===== src/rtl/td4_core_param.sv =====
// td4_core_param: parametrised TD4 CPU datapath with clock-enable stepping,
// a two-flop input synchroniser and sticky self-loop halt detection.
module td4_core_param #(
  parameter int DATA_W = 4,
  parameter int ADDR_W = 4
) (
  input  logic              CLK,
  input  logic              clr_n,
  input  logic              en,
  input  logic [DATA_W-1:0] in_port,
  input  logic [DATA_W+3:0] instr,
  output logic [ADDR_W-1:0] addr,
  output logic [DATA_W-1:0] out_port,
  output logic              carry,
  output logic              halted
);
  localparam logic [3:0] OP_ADD_A = 4'b0000;
  localparam logic [3:0] OP_MOV_AB = 4'b0001;
  localparam logic [3:0] OP_IN_A = 4'b0010;
  localparam logic [3:0] OP_MOV_AI = 4'b0011;
  localparam logic [3:0] OP_MOV_BA = 4'b0100;
  localparam logic [3:0] OP_ADD_B = 4'b0101;
  localparam logic [3:0] OP_IN_B = 4'b0110;
  localparam logic [3:0] OP_MOV_BI = 4'b0111;
  localparam logic [3:0] OP_OUT_B = 4'b1001;
  localparam logic [3:0] OP_OUT_I = 4'b1011;
  localparam logic [3:0] OP_JNC = 4'b1110;
  localparam logic [3:0] OP_JMP = 4'b1111;
  logic [DATA_W-1:0] a_q, a_d, b_q, b_d, out_q, out_d, s1_q, s2_q, im;
  logic [ADDR_W-1:0] pc_q, pc_d, tgt;
  logic [DATA_W:0]   sum_a, sum_b;
  logic [3:0]        op;
  logic              c_q, c_d, h_q, h_d, take;
  always_comb begin
    op = instr[DATA_W+3:DATA_W];
    im = instr[DATA_W-1:0];
    sum_a = {1'b0, a_q} + {1'b0, im};
    sum_b = {1'b0, b_q} + {1'b0, im};
    tgt = im[ADDR_W-1:0];
    // JNC looks at the carry left by the previous instruction
    take = (op == OP_JMP) || (op == OP_JNC && !c_q);
    pc_d = take ? tgt : pc_q + ADDR_W'(1);
    a_d = op == OP_ADD_A  ? sum_a[DATA_W-1:0] :
          op == OP_MOV_AI ? im :
          op == OP_MOV_AB ? b_q :
          op == OP_IN_A   ? s2_q : a_q;
    b_d = op == OP_ADD_B  ? sum_b[DATA_W-1:0] :
          op == OP_MOV_BI ? im :
          op == OP_MOV_BA ? a_q :
          op == OP_IN_B   ? s2_q : b_q;
    out_d = op == OP_OUT_B ? b_q : op == OP_OUT_I ? im : out_q;
    c_d = op == OP_ADD_A ? sum_a[DATA_W] : op == OP_ADD_B ? sum_b[DATA_W] : 1'b0;
    h_d = h_q | (take && tgt == pc_q);
  end
  always_ff @(posedge CLK or negedge clr_n) begin
    if (!clr_n) begin
      a_q   <= '0;
      b_q   <= '0;
      out_q <= '0;
      pc_q  <= '0;
      c_q   <= 1'b0;
      h_q   <= 1'b0;
      s1_q  <= '0;
      s2_q  <= '0;
    end else begin
      s1_q <= in_port;
      s2_q <= s1_q;
      if (en) begin
        a_q   <= a_d;
        b_q   <= b_d;
        out_q <= out_d;
        pc_q  <= pc_d;
        c_q   <= c_d;
        h_q   <= h_d;
      end
    end
  end
  assign addr     = pc_q;
  assign out_port = out_q;
  assign carry    = c_q;
  assign halted   = h_q;
endmodule


===== config.mk =====
export PLATFORM = sky130hd
export DESIGN_NAME = td4_core_param
export DESIGN_NICKNAME = d
export VERILOG_FILES = /design/src/rtl/td4_core_param.sv
export SDC_FILE = /design/constraint.sdc
export NUM_CORES = 1
export LEC_CHECK = 0
export CELL_PAD_IN_SITES_DETAIL_PLACEMENT = 1
export CELL_PAD_IN_SITES_GLOBAL_PLACEMENT = 1
export CORE_ASPECT_RATIO = 0.8
export CORE_UTILIZATION = 35
export CTS_BUF_LIST = sky130_fd_sc_hd__clkbuf_2
export DETAILED_ROUTE_END_ITERATION = 10
export MAX_ROUTING_LAYER = met4
export PLACE_DENSITY_LB_ADDON = 0.1
export SLEW_MARGIN = 20
export SYNTH_ARGS = -nofsm -noshare
export SYNTH_HDL_FRONTEND = slang
export SYNTH_SLANG_ARGS = --single-unit

===== constraint.sdc =====
create_clock -name CLK -period 4.02 [get_ports CLK]
set_input_delay 0.804 -clock CLK [delete_from_list [all_inputs] [get_ports CLK]]
set_output_delay 0.804 -clock CLK [all_outputs]
set_load 0.1 [all_outputs]

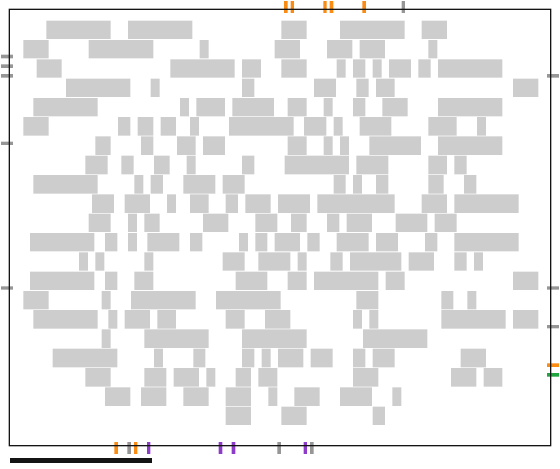
Fig. 1. Ports around the boundary (run 1).
Bar = 20 um. Pins as bars across the die edge, other pins in gray.
addr: marked purple, pins 4, direction output, edge bottom. clr_n: marked green, pins 1, direction input, edge right. instr: marked orange, pins 8, direction input, edge 5 top, 2 bottom, 1 right.
All pins by edge: 9 bottom, 6 top, 5 left, 5 right.
number of buffer cells added on primary ports: 24
die y size: 61.3 um

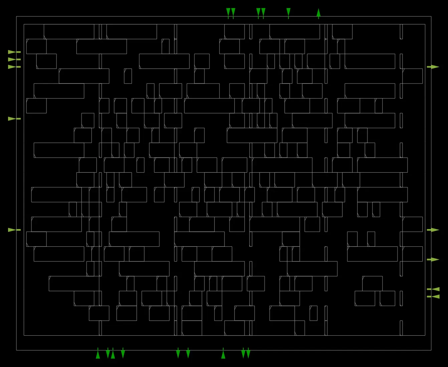
Fig. 2. Cell outlines without signal wires (run 1).
FF+latch count: 26
total of fill cells in the finished design: 493
final non-filler cell total: 237
Core Footprint: 4200 sq um
row count: 21

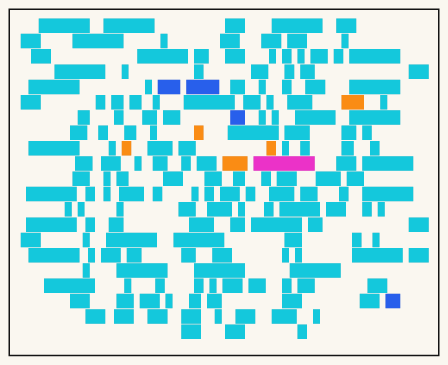
Fig. 3. Drive-strength map (run 1).
drive 2: marked orange, cells 5. drive 6 and up: marked magenta, cells 1. drive 1 or less: marked cyan, cells 170. drive 3 to 4: marked blue, cells 4.
Setup WS post-layout: 1.15 ns
layout buffer count excluding clock buffers: 26

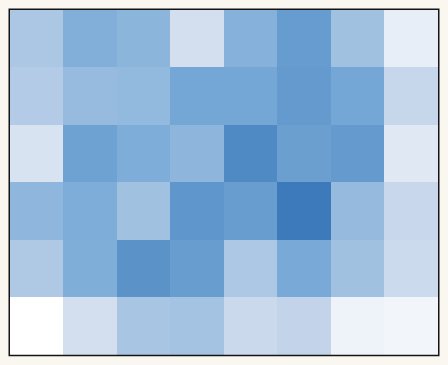
Fig. 4. Placement density heat map (run 1).
The die is cut into 8 by 6 equal tiles; white is low, dark blue is high, 0 to 100% covered.
The densest ninth of the die: middle. The mean over all tiles is 39%. The fullest tile reaches 70%.
floorplan core density: 0.366
Layout Utilization: 0.449

==> deck_impl_summary.md, run 1 <==
Key Metrics from the Run

Status
  – Run status: completed

Run
  – OpenROAD warning count: 26

Global route
  – Met1 layer usage reported by global route: 0.242
  – Met2 routing resource usage after global routing: 0.322
  – GRT Overall Usage: 0.193
  – Vias in the first global route: between 1000 and 1500
  – Layer carrying the most global-route usage: met2
  – Largest net degree at the start of global routing: 27

Detailed routing
  – Routed via count: roughly 1300
  – Detailed-route vias per instance: 5.41
  – Average wire per standard cell: about 17 um
  – Final routed DRC violation total: 0

Die
  – I/O pin count: 25
  – DIE AREA: about 4700 sq um
  – Tap Count: about 57

Synthesis
  – Synthesis area per yosys: approximately 1500 sq um
  – Mean cell area of the mapped netlist: between 9 and 10 sq um
  – Adder-cell area share of the yosys netlist: 0.0993
  – Cell taking the most area after synthesis: sky130_fd_sc_hd__dfrtp_1
  – Post-synthesis sequential area ratio: 0.423
  – Number of standard cells reported by yosys: 154
  – Post-synth top cells: sky130_fd_sc_hd__dfrtp_1, sky130_fd_sc_hd__nand2_1, sky130_fd_sc_hd__a21oi_1
  – Area contributors post-synth: sky130_fd_sc_hd__dfrtp_1, sky130_fd_sc_hd__ha_1, sky130_fd_sc_hd__mux2i_1, sky130_fd_sc_hd__a21oi_1, sky130_fd_sc_hd__nand2_1
  – Post-synth mux share: 0.0724
  – Share of flip-flops with an asynchronous set or reset: 1.00

Worst setup path
  – Cell with the biggest individual delay on the critical path: sky130_fd_sc_hd__clkdlybuf4s50_1
  – Nature of the critical path startpoint: flip-flop
  – Flop2flop setup slack: about 2.2 ns
  – Maximum fanout count along the critical path: 6
  – Largest delay contributor family on the critical path: buffers and inverters
  – Type of the worst setup path: flip-flop to output pin
  – Crit path DRT: between 3 and 4 ns
  – Startpoint of the most critical setup path: addr[0]
  – Chain of cells forming the critical path: clkdlybuf4s50_1
  – Endpoint of the most critical register-to-register path: a_q[1]

STA
  – Clock Skews: a little over 0.004 ns
  – WHS: 0.386 ns
  – # setup viols final: 0
  – Aggregate negative setup slack: 0 ns

Layout
  – Multi-input gate share of the layout cell area: 0.439
  – Ant. Diodes: 0
  – Non-clock inverter instance count of the final layout: 10
  – Commonest non-fill, non-tap cell in the layout: sky130_fd_sc_hd__dfrtp_1
  – Net count, final: about 210
  – Area of combinational cells with multiple inputs: between 800 and 900 sq um

Placement
  – Worst slack, placed: ~1.1 ns
  – Total placed instance area: 1840 sq um

Power
  – Sequential logic power: between 0.3 and 0.4 mW
  – Static leakage: just under 0.9 nW
  – Pwr Density: ~550 nW/um^2
  – Group drawing the most power: combinational cells
  – Pwr Total: around 1.0 mW
  – Switching part of the total power: 0.470
  – Power share of the combinational group: 0.491
  – Power dissipated by switching net loads: ~0.49 mW

CTS
  – Level count of the clock H-tree: 1
  – Total of cells resized after clock tree synthesis: 0
  – Clock buffer count from CTS: 3

Worst hold path
  – Number of cells on the worst hold path: 0
==> run 2: changes to the inputs <==
clock period = 2.4 ns   (was 4.02 ns; I/O delays follow)
==> run 2 against run 1 <==
Against the previous run:
- sequential power up 68%
- register-to-register slack worse by 1.6 ns
- sequential share of layout area down 1.1 points
- design area up 3.3%
- die size is the same
==> deck_impl_summary.md, run 2 <==
Key Metrics from the Run

Synthesis
  – Area contributors post-synth: sky130_fd_sc_hd__dfrtp_1, sky130_fd_sc_hd__ha_1, sky130_fd_sc_hd__mux2i_1, sky130_fd_sc_hd__a21oi_1, sky130_fd_sc_hd__nand2_1 (unchanged)
  – Share of flip-flops with an asynchronous set or reset: 1.00 (unchanged)
  – Cell taking the most area after synthesis: sky130_fd_sc_hd__dfrtp_1 (unchanged)
  – Post-synth top cells: sky130_fd_sc_hd__dfrtp_1, sky130_fd_sc_hd__nand2_1, sky130_fd_sc_hd__a21oi_1 (unchanged)
  – Post-synth mux share: 0.0724 (unchanged)
  – Adder-cell area share of the yosys netlist: 0.0993 (unchanged)
  – Mean cell area of the mapped netlist: 9.99 sq um (unchanged)
  – Post-synthesis sequential area ratio: 0.423 (unchanged)

Global route
  – Largest net degree at the start of global routing: 27 (unchanged)
  – Vias in the first global route: 1292 (was 1280)
  – Met1 layer usage reported by global route: 0.260 (was 0.242)
  – Layer carrying the most global-route usage: met2 (unchanged)

Layout
  – Area of combinational cells with multiple inputs: 828 sq um (unchanged)
  – FF+latch count: 26 (unchanged)
  – Total of fill cells in the finished design: 493 (unchanged)
  – Final non-filler cell total: 247 (was 237)
  – Non-clock inverter instance count of the final layout: 10 (unchanged)
  – Multi-input gate share of the layout cell area: 0.425 (was 0.439)
  – Layout Utilization: 0.464 (was 0.449)
  – Ant. Diodes: 0 (unchanged)
  – Layout buffer count excluding clock buffers: 36 (was 26)
  – Net count, final: 217 (was 207)

Power
  – Power share of the combinational group: 0.490 (was 0.491)
  – Sequential logic power: 0.612 mW (was 0.365 mW)
  – Group drawing the most power: combinational cells (unchanged)
  – Pwr Total: 1.76 mW (was 1.05 mW)
  – Static leakage: 0.930 nW (was 0.865 nW)
  – Switching part of the total power: 0.477 (was 0.470)
  – Pwr Density: 905 nW/um^2 (was 554 nW/um^2)

Worst setup path
  – Chain of cells forming the critical path: clkdlybuf4s50_1 -> ha_1 -> fa_1 -> nor2b_1 -> a211oi_1 -> a21oi_1 -> mux2_2 (was clkdlybuf4s50_1)
  – Maximum fanout count along the critical path: 2 (was 6)
  – Flop2flop setup slack: 0.54 ns (was 2.17 ns)
  – Crit path DRT: 2.70 ns (was 3.22 ns)
  – Nature of the critical path startpoint: input port (was flip-flop)
  – Cell with the biggest individual delay on the critical path: sky130_fd_sc_hd__clkdlybuf4s50_1 (unchanged)
  – Largest delay contributor family on the critical path: adder cells (was buffers and inverters)
  – Startpoint of the most critical setup path: instr[0] (was addr[0])

STA
  – Setup WS post-layout: 0.398 ns (was 1.15 ns)
  – RSZ-0062 raised after global routing: false (unchanged)
  – # setup viols final: 0 (unchanged)
  – Aggregate negative setup slack: 0 ns (unchanged)
  – WHS: 0.389 ns (was 0.386 ns)

Die
  – Floorplan core density: 0.366 (unchanged)
  – I/O pin count: 25 (unchanged)
  – Core Footprint: 4200 sq um (unchanged)
  – DIE AREA: 4660 sq um (unchanged)
  – Row count: 21 (unchanged)

Detailed routing
  – Detailed-route vias per instance: 5.24 (was 5.41)
  – Routed via count: 1294 (was 1281)
  – Final routed DRC violation total: 0 (unchanged)

Worst hold path
  – Number of cells on the worst hold path: 0 (unchanged)
  – Class of the most critical hold timing path: flip-flop to flip-flop (unchanged)

CTS
  – Total of cells resized after clock tree synthesis: 0 (unchanged)
  – Clock buffer count from CTS: 3 (unchanged)
  – Level count of the clock H-tree: 1 (unchanged)

Placement
  – Worst slack, placed: -0.0549 ns (was 1.12 ns)
  – Number of buffer cells added on primary ports: 24 (unchanged)

Status
  – Run status: completed (unchanged)
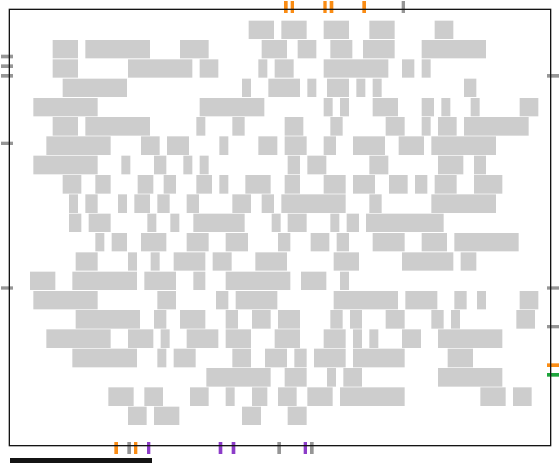
Fig. 5. Ports around the boundary (run 2).
Bar = 20 um. Pins as bars across the die edge, other pins in gray.
addr: marked purple, pins 4, direction output, edge bottom. clr_n: marked green, pins 1, direction input, edge right. instr: marked orange, pins 8, direction input, edge 5 top, 2 bottom, 1 right.
All pins by edge: 9 bottom, 6 top, 5 left, 5 right.
horizontal die dimension: 76.1 um

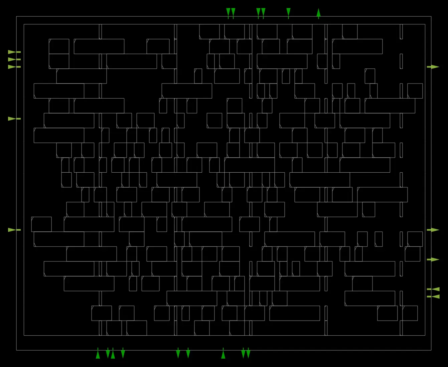
Fig. 6. Cell outlines without signal wires (run 2).
Tap Count: 57
share of the final layout cell area in sequential cells: 0.334

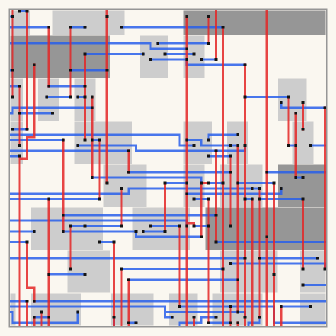
Fig. 7. Zoomed window (run 2).
Window x 47 to 67, y 36 to 56 um. Cells in gray, sequential cells in the stronger gray; small squares are vias.
met1: marked blue. met2: marked red.
26 logic cells have their middle in the window. Sequential cells in the window: 3. Most frequent: nand2_1 (5).

==> run 3: changes to the inputs <==
clock period = 2 ns   (was 2.4 ns; I/O delays follow)
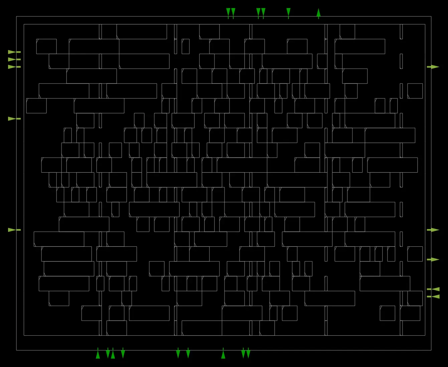
Fig. 8. Cell outlines without signal wires (run 3).
Layout Utilization: 0.487
share of the final layout cell area in sequential cells: 0.318
total of fill cells in the finished design: 487

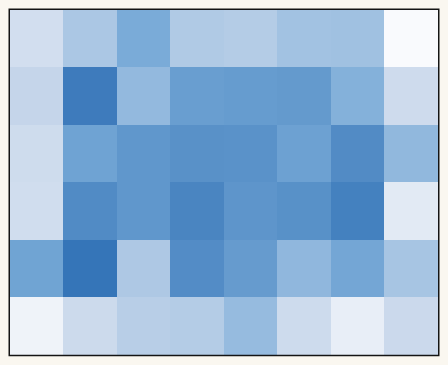
Fig. 9. Placement density heat map (run 3).
The die is cut into 8 by 6 equal tiles; white is low, dark blue is high, 0 to 100% covered.
The mean over all tiles is 42%. The densest ninth of the die: middle. The fullest tile reaches 72%.

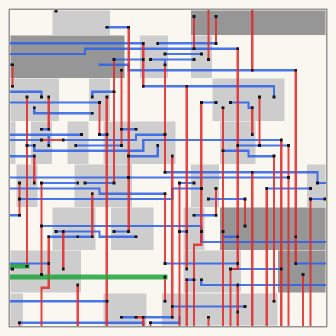
Fig. 10. Zoomed window (run 3).
Window x 47 to 67, y 36 to 56 um. Cells in gray, sequential cells in the stronger gray; small squares are vias.
met2: marked red. met1: marked blue. met3: marked green.
24 logic cells have their middle in the window. Most frequent: nand2_1 (3), o21ai_0 (3), dfrtp_1 (3). Sequential cells in the window: 3.

==> run 3 against run 2 <==
Against the previous run:
- clock skew increased by 0.0028 ns
- worst setup slack got worse by 0.31 ns
- total power increased by 24%
- routed wire length decreased by 2.5%
- combinational power increased by 27%
- area after synthesis unchanged
- synthesized cell count unchanged
- flip-flop count unchanged
- register-to-register slack got worse by 0.39 ns
- sequential share of layout area decreased by 1.6 points
- count of clock-buffer cells in the layout unchanged
- utilization increased by 2.3 points
==> deck_impl_summary.md, run 3 <==
Key Metrics from the Run

Status
  – Run status: completed (unchanged)

Power
  – Power dissipated by switching net loads: 1.01 mW (was 0.841 mW)
  – Group drawing the most power: combinational cells (unchanged)
  – Pwr Density: 1070 nW/um^2 (was 905 nW/um^2)
  – Static leakage: 0.979 nW (was 0.930 nW)
  – Sequential logic power: 0.745 mW (was 0.612 mW)
  – Pwr Total: 2.19 mW (was 1.76 mW)

Detailed routing
  – Routed via count: 1329 (was 1294)

Die
  – Die y size: 61.3 um (unchanged)
  – Core Footprint: 4200 sq um (unchanged)
  – Row count: 21 (unchanged)
  – Floorplan core density: 0.366 (unchanged)
  – Horizontal die dimension: 76.1 um (unchanged)
  – Tap Count: 57 (unchanged)
  – I/O pin count: 25 (unchanged)

Global route
  – GRT Overall Usage: 0.205 (was 0.203)
  – Vias in the first global route: 1371 (was 1292)
  – Layer carrying the most global-route usage: met2 (unchanged)

Placement
  – Number of buffer cells added on primary ports: 24 (unchanged)
  – Worst slack, placed: -0.381 ns (was -0.0549 ns)
  – Total placed instance area: 2000 sq um (was 1910 sq um)

Synthesis
  – Post-synth mux share: 0.0724 (unchanged)
  – Area contributors post-synth: sky130_fd_sc_hd__dfrtp_1, sky130_fd_sc_hd__ha_1, sky130_fd_sc_hd__mux2i_1, sky130_fd_sc_hd__a21oi_1, sky130_fd_sc_hd__nand2_1 (unchanged)
  – Adder-cell area share of the yosys netlist: 0.0993 (unchanged)
  – Cell taking the most area after synthesis: sky130_fd_sc_hd__dfrtp_1 (unchanged)

STA
  – # setup viols final: 0 (unchanged)
  – Aggregate negative setup slack: 0 ns (unchanged)
  – Setup WS post-layout: 0.0840 ns (was 0.398 ns)
  – Clock Skews: 0.00578 ns (was 0.00298 ns)

Layout
  – FF+latch count: 26 (unchanged)
  – Commonest non-fill, non-tap cell in the layout: sky130_fd_sc_hd__dfrtp_1 (unchanged)

Run
  – OpenROAD warning count: 26 (unchanged)

Worst setup path
  – Chain of cells forming the critical path: clkdlybuf4s50_1 -> ha_1 -> fa_1 -> nor2b_1 -> a211oi_2 -> a21oi_1 -> mux2_2 (was clkdlybuf4s50_1 -> ha_1 -> fa_1 -> nor2b_1 -> a211oi_1 -> a21oi_1 -> mux2_2)
  – Type of the worst setup path: input port to flip-flop (unchanged)
  – Endpoint of the most critical register-to-register path: a_q[1] (unchanged)
  – Crit path DRT: 2.29 ns (was 2.70 ns)
  – Maximum fanout count along the critical path: 2 (unchanged)
  – Cell with the biggest individual delay on the critical path: sky130_fd_sc_hd__clkdlybuf4s50_1 (unchanged)
  – Startpoint of the most critical setup path: instr[0] (unchanged)

CTS
  – Level count of the clock H-tree: 1 (unchanged)
  – Clock buffer count from CTS: 3 (unchanged)
Power figures rest on the tool's default switching activity, not on a simulated workload.
